<file path="config.mk">
export PLATFORM = sky130hd
export DESIGN_NAME = voq_rr_scheduler
export DESIGN_NICKNAME = d
export VERILOG_FILES = /design/src/rtl/voq_pkg.sv /design/src/rtl/rr_priority_pick.sv /design/src/rtl/voq_rr_scheduler.sv
export SDC_FILE = /design/constraint.sdc
export NUM_CORES = 1
export LEC_CHECK = 0
export CAP_MARGIN = 20
export CORE_AREA = 2 2 39 41
export CTS_CLUSTER_DIAMETER = 40
export CTS_CLUSTER_SIZE = 30
export DETAILED_ROUTE_END_ITERATION = 12
export DIE_AREA = 0 0 41 43
export GPL_TIMING_DRIVEN = 0
export PLACE_DENSITY = 0.84
export SETUP_SLACK_MARGIN = 0.3
export SLEW_MARGIN = 0
export SYNTH_ARGS = -nofsm -noshare
export SYNTH_HDL_FRONTEND = slang
export SYNTH_SLANG_ARGS = --single-unit
</file>
<file path="constraint.sdc">
create_clock -name clk -period 3.25 [get_ports clk]
set_input_delay 0.65 -clock clk [delete_from_list [all_inputs] [get_ports clk]]
set_output_delay 0.65 -clock clk [all_outputs]
set_load 0.02 [all_outputs]
</file>
<file path="src/rtl/voq_pkg.sv">
// rtl/voq_pkg.sv - shared types for the VOQ round-robin scheduler
package voq_pkg;

  localparam int DEFAULT_NUM_VOQ = 4;
  localparam int DEFAULT_IDX_W   = $clog2(DEFAULT_NUM_VOQ);

  typedef logic [DEFAULT_IDX_W-1:0]   voq_idx_t;
  typedef logic [DEFAULT_NUM_VOQ-1:0] voq_mask_t;

  typedef enum logic {
    IDLE = 1'b0,
    HOLD = 1'b1
  } sched_state_t;

endpackage

</file>
<file path="src/rtl/rr_priority_pick.sv">
// rtl/rr_priority_pick.sv - combinational rotating priority encoder
module rr_priority_pick #(
  parameter int NUM_VOQ = 4,
  parameter int IDX_W   = $clog2(NUM_VOQ)
) (
  input  logic [NUM_VOQ-1:0] elig,
  input  logic [IDX_W-1:0]   start,
  output logic               found,
  output logic [IDX_W-1:0]   index
);

  localparam logic [IDX_W-1:0] LAST = IDX_W'(NUM_VOQ - 1);

  // Walk from start with an explicit wrap so non-power-of-two sizes never visit invalid indices.
  always_comb begin
    logic [IDX_W-1:0] cand;
    found = 1'b0;
    index = '0;
    cand  = start;
    for (int i = 0; i < NUM_VOQ; i++) begin
      if (!found && elig[cand]) begin
        found = 1'b1;
        index = cand;
      end
      cand = (cand == LAST) ? '0 : cand + IDX_W'(1);
    end
  end

endmodule

</file>
<file path="src/rtl/voq_rr_scheduler.sv">
// rtl/voq_rr_scheduler.sv - registered round-robin VOQ picker; optional VOQ_PICK_BURST_EN
module voq_rr_scheduler
  import voq_pkg::*;
#(
  parameter int NUM_VOQ   = DEFAULT_NUM_VOQ,
  parameter int IDX_W     = $clog2(NUM_VOQ),
  parameter int BURST_MAX = 4
) (
  input  logic               clk,
  input  logic               reset_n,
  input  logic [NUM_VOQ-1:0] voq_empty,
  input  logic [NUM_VOQ-1:0] voq_picked,
  input  logic               pick_req,
  input  logic               pick_accept,
  input  logic               pick_reject,
  output logic               pick_valid,
  output logic [IDX_W-1:0]   voq_to_pick,
  output logic               no_available_voq,
  output logic [IDX_W-1:0]   rr_ptr
);

  localparam logic [IDX_W-1:0] LAST = IDX_W'(NUM_VOQ - 1);

  sched_state_t       state, state_next;
  logic [NUM_VOQ-1:0] elig;
  logic               found;
  logic [IDX_W-1:0]   winner;
  logic               do_pick, do_accept, do_reject;
  logic [IDX_W-1:0]   ptr_adv, ptr_on_accept;

  assign elig = ~voq_empty & ~voq_picked;

  rr_priority_pick #(
    .NUM_VOQ (NUM_VOQ),
    .IDX_W   (IDX_W)
  ) u_pick (
    .elig  (elig),
    .start (rr_ptr),
    .found (found),
    .index (winner)
  );

  assign do_pick   = (state == IDLE) && pick_req;
  assign do_accept = (state == HOLD) && pick_accept;
  assign do_reject = (state == HOLD) && !pick_accept && pick_reject;
  assign ptr_adv   = (voq_to_pick == LAST) ? '0 : voq_to_pick + IDX_W'(1);

  always_comb begin
    state_next = state;
    case (state)
      IDLE:    if (do_pick && found) state_next = HOLD;
      HOLD:    if (do_accept || do_reject) state_next = IDLE;
      default: state_next = IDLE;
    endcase
  end

  always_ff @(posedge clk) begin
    if (!reset_n) state <= IDLE;
    else          state <= state_next;
  end

`ifdef VOQ_PICK_BURST_EN
  localparam int CNT_W = $clog2(BURST_MAX + 1);

  logic [IDX_W-1:0] last_idx;
  logic [CNT_W-1:0] burst_cnt, cnt_inc;

  // Repeat winners keep priority until their run of accepts reaches BURST_MAX.
  always_comb begin
    cnt_inc       = (voq_to_pick == last_idx) ? burst_cnt + CNT_W'(1) : CNT_W'(1);
    ptr_on_accept = (cnt_inc == CNT_W'(BURST_MAX)) ? ptr_adv : voq_to_pick;
  end

  always_ff @(posedge clk) begin
    if (!reset_n) begin
      last_idx  <= '0;
      burst_cnt <= '0;
    end else if (do_accept) begin
      last_idx  <= voq_to_pick;
      burst_cnt <= (cnt_inc == CNT_W'(BURST_MAX)) ? '0 : cnt_inc;
    end
  end
`else
  logic [31:0] unused_burst_max;
  assign unused_burst_max = 32'(BURST_MAX);
  assign ptr_on_accept    = ptr_adv;
`endif

  always_ff @(posedge clk) begin
    if (!reset_n) begin
      pick_valid       <= 1'b0;
      voq_to_pick      <= '0;
      no_available_voq <= 1'b0;
      rr_ptr           <= '0;
    end else begin
      no_available_voq <= do_pick && !found;
      if (do_pick && found) begin
        pick_valid  <= 1'b1;
        voq_to_pick <= winner;
      end
      if (do_accept || do_reject) pick_valid <= 1'b0;
      if (do_accept) rr_ptr <= ptr_on_accept;
    end
  end

endmodule
</file>
Fig. 1: cells by drive strength
The bar under the picture is 10 um long.
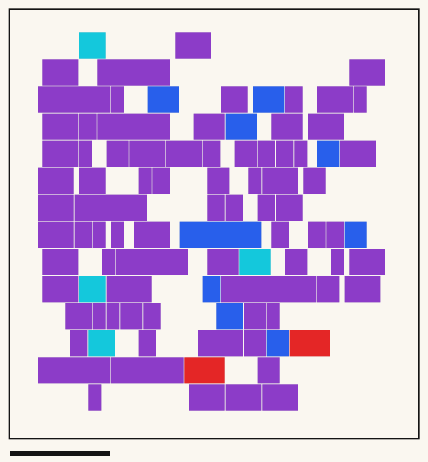
Key: _3 and _4 cells = cyan [cells 4, share 4.3%]; _0 and _1 cells = purple [cells 79, share 84%]; _6 and larger = red [cells 2, share 2.1%]; _2 cells = blue [cells 9, share 9.6%]
post-route cell area: 817 um2
Repair and plain buffers: 21
worst-case setup margin in the final layout: 0.912 ns
Area Growth Syn to Fin: 38.3%

Fig. 2: floorplan with the power grid
Pins as bars on the die edge. Tap cells in grey.
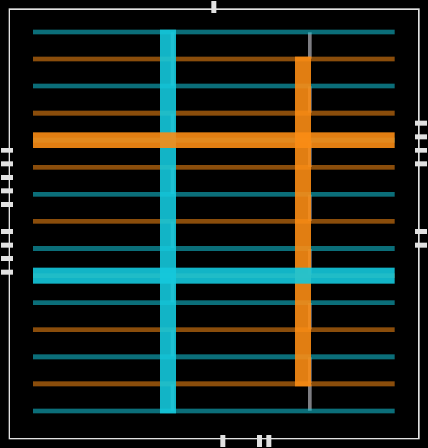
Key: VDD = orange; VSS = cyan
2 straps on met4. 16 tap cells. 2 straps on met5.
area of the placeable core: 1380 um2
worst-case vdd ir drop: 0.222 mV

==> commit_impl_results.txt <==
Add synthesis and place-and-route results

- The run finished with clean final reports.
* Unrepaired setup endpoints after global routing: no
* Fin. max-slew vios: 0
- Sequential power for this build is 0.0000972 W.
* Worst setup path startpoint: voq_picked[1]
- Data arrival time of the worst path: 2.52 ns
- 61 cells are multi-input combinational gates.
- Logic depth along the worst register-to-register path is recorded as 7.
- The repair_antennas step left the layout with diodes totalling 0.
* Final std cells w/o fill: 110
* Crit path max-delay family: multiplexers
- Signal buffers share of area: 25.4%
* Flip-flop and latch count: 7
- The startpoint identified for the worst register-to-register timing path is rr_ptr[1].
- Chip Width: 41 um
* Hold-critical path endpoint: pick_valid
- Fraction of layout instances using a drive strength above 1: 16.0%
* Standard-cell row count: 14
- Tightest Hold Check Type: reg -> reg
* Minimum clock period after layout: 2.34 ns
- Total stage count of the critical path: 6
* Max Clk Rate: 428 MHz
- The tree is rooted in a sky130_fd_sc_hd__clkbuf_4.
- The capture point of the worst register-to-register path is recorded as voq_to_pick[0].
- Per the post-synthesis report, the number of cells in the design is 72.
- The worst setup path is of the in -> reg kind.
- First-pass GRT wire length: 2160 um
- The sequential cells in the finished layout cover a total of 140 um2.
- Once placement finished, the instance area stood at 791 um2.
* Clock buffer cells: 4
* Chip footprint: 1760 um2
- The synthesized design devotes to its leading area cell type 23.7% of total area.
* Beginning of the worst hold path: pick_valid
* Post-synth cell types: 33
- Switch share: 30.6%
- In the Yosys report, the sequential cells make up 23.7% of the chip area.
- Across all stage logs, warnings added up to 26.
- Setup violations remaining at the end of the flow were counted as 0.
* Most Crowded Layer GR: met2
* Largest cells by area after synthesis: sky130_fd_sc_hd__dfxtp_1, sky130_fd_sc_hd__a21oi_1, sky130_fd_sc_hd__mux4_1
* Initial Util: 42.7%
- Share of the final layout cell area in sequential cells: 17.2%
- STA classifies the critical path startpoint as an input port.
* Overall power of the completed layout: 0.000272 W
* Clock tree from TritonCTS: done
* # clock sinks: 7
* Total clock buffers created by CTS: 3
- Summed over all nets, the half-perimeter wirelength after detailed placement is 1100 um.
- Cells on Worst Hold Path: 2
- Ranked by instance count, the synthesized netlist is headed by sky130_fd_sc_hd__dfxtp_1, sky130_fd_sc_hd__a21oi_1, sky130_fd_sc_hd__nand2_1, sky130_fd_sc_hd__nor2_1, sky130_fd_sc_hd__o21ai_0.
- For this run, the detailed router's first-pass iteration total came to 4.
- Worst path buffer plus inverter count: 1
- Critical path fanouts, max: 9
* Cells traversed along the worst timing path: clkdlybuf4s50_1, nor2_1, mux4_1, or2_4, o21ai_2, mux2i_1
- Across the run, the number of max-cap violations was 0.
* Final period utilization: 71.9%
- Hold Fails Final Rpt: 0
- Per the CTS log, the maximum H-tree level is 1.
- The die is 43 um tall.
* Most common flop cell mapped by yosys: sky130_fd_sc_hd__dfxtp_1
* Most used cells in the layout excluding fill and tap cells: sky130_fd_sc_hd__clkdlybuf4s50_1, sky130_fd_sc_hd__dfxtp_1, sky130_fd_sc_hd__nand2_1, sky130_fd_sc_hd__nor2_1, sky130_fd_sc_hd__a21oi_1
* Transition at the pin with the smallest max-transition slack: 0.552 ns
- Post-route DRC: 0
- For this run, the chip area from Yosys synthesis comes to 591 um2.
- Following the worst setup path forward leads to its endpoint at voq_to_pick[0].
* Logic share of the area: 51.3%
- In the Yosys report the total cell count is 72.
- Share of total power in combinational logic: 35.1%
- The flow inserted 16 tap cells.
- The max-slew check reports its worst relative slack as 62.2%.
* Number of post-CTS setup repair buffers: 0
- Setup slack on the worst reg-to-reg path comes out at 1.03 ns.
- Number of warnings issued by yosys: 0
* CTS clock-pin slew for the worst setup and hold paths: 0.05 ns
- Leaving out the clock tree, the finished layout contains an inverter count of 1.
- In this run the deepest clock path goes through 2 buffers.
* Boundary Pins: 19
* Final nets: 110
- When the netlist entered floorplanning its net count stood at 87.
* Post-synth EDFFs: 0
- Total of fill cells in the finished design: 135
* Aggregate global routing overflow: 0
- Internal power comes to 0.000189 W.
* Endpoint class of the critical path: flip-flop
- WL/cell: 13.1 um
- Initial antenna violation count: 0
Fig. 3: routed clock nets over the placement
The bar under the picture is 10 um long.
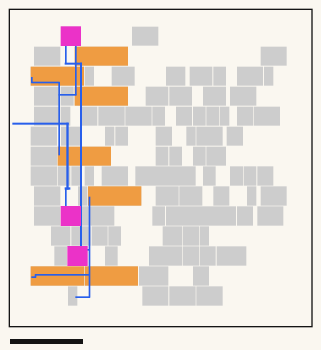
Key: flip-flops = orange [count 7]; clock drivers = magenta [count 3]; clock wires = blue [length 105 um]
There are 4 routed clock nets.
clock latency at the later pin of the worst-skew pair: 0.25 ns
clock power share: 29.2%
power of the clock network: 0.0000795 W
worst clock skew: 0.00169 ns

Fig. 4: the metal 2 layer
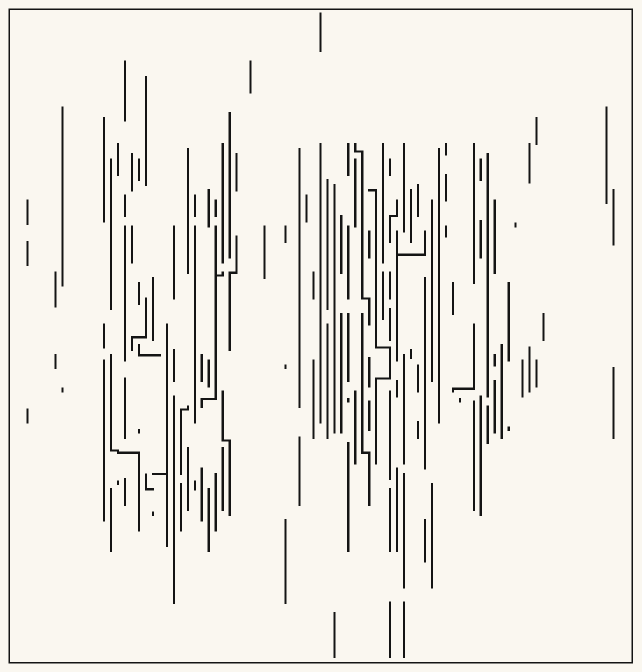
The layer holds 48% of the routed length. The wires run mostly vertical.
vias after detailed routing: 657
drt total wl: 1440 um

==> cells by family (layout without fill, tap and decap cells) <==
logic type / after synthesis / after routing / synth area share, %
AND/OR/NAND/NOR: 29 / 29 / 25.2
multiplexers: 4 / 4 / 11.7
adder cells (fa/ha/maj): 2 / 2 / 4.24
AND-OR/OR-AND: 26 / 26 / 29.9
flip-flops: 7 / 7 / 23.7
buffers and inverters: 4 / 26 / 5.29
==> layer usage <==
layer	up-vias	wire length [um]
met3	5	84
li1	318	-
met1	306	635
met2	28	685
met4	0	34
met5	-	0
==> state kept, by name, summed over array words and instances, names as in the netlist <==
name,count
no_available_voq,1
pick_valid,1
rr_ptr,2
state,1
voq_to_pick,2
==> tightest hold or removal path: cells and delay by family, from the launching register on <==
family          cells  cell delay, ns
compound gates      1            0.05
buf+inv             1            0.05
flops               1            0.31
Power and IR drop assume default switching activity.
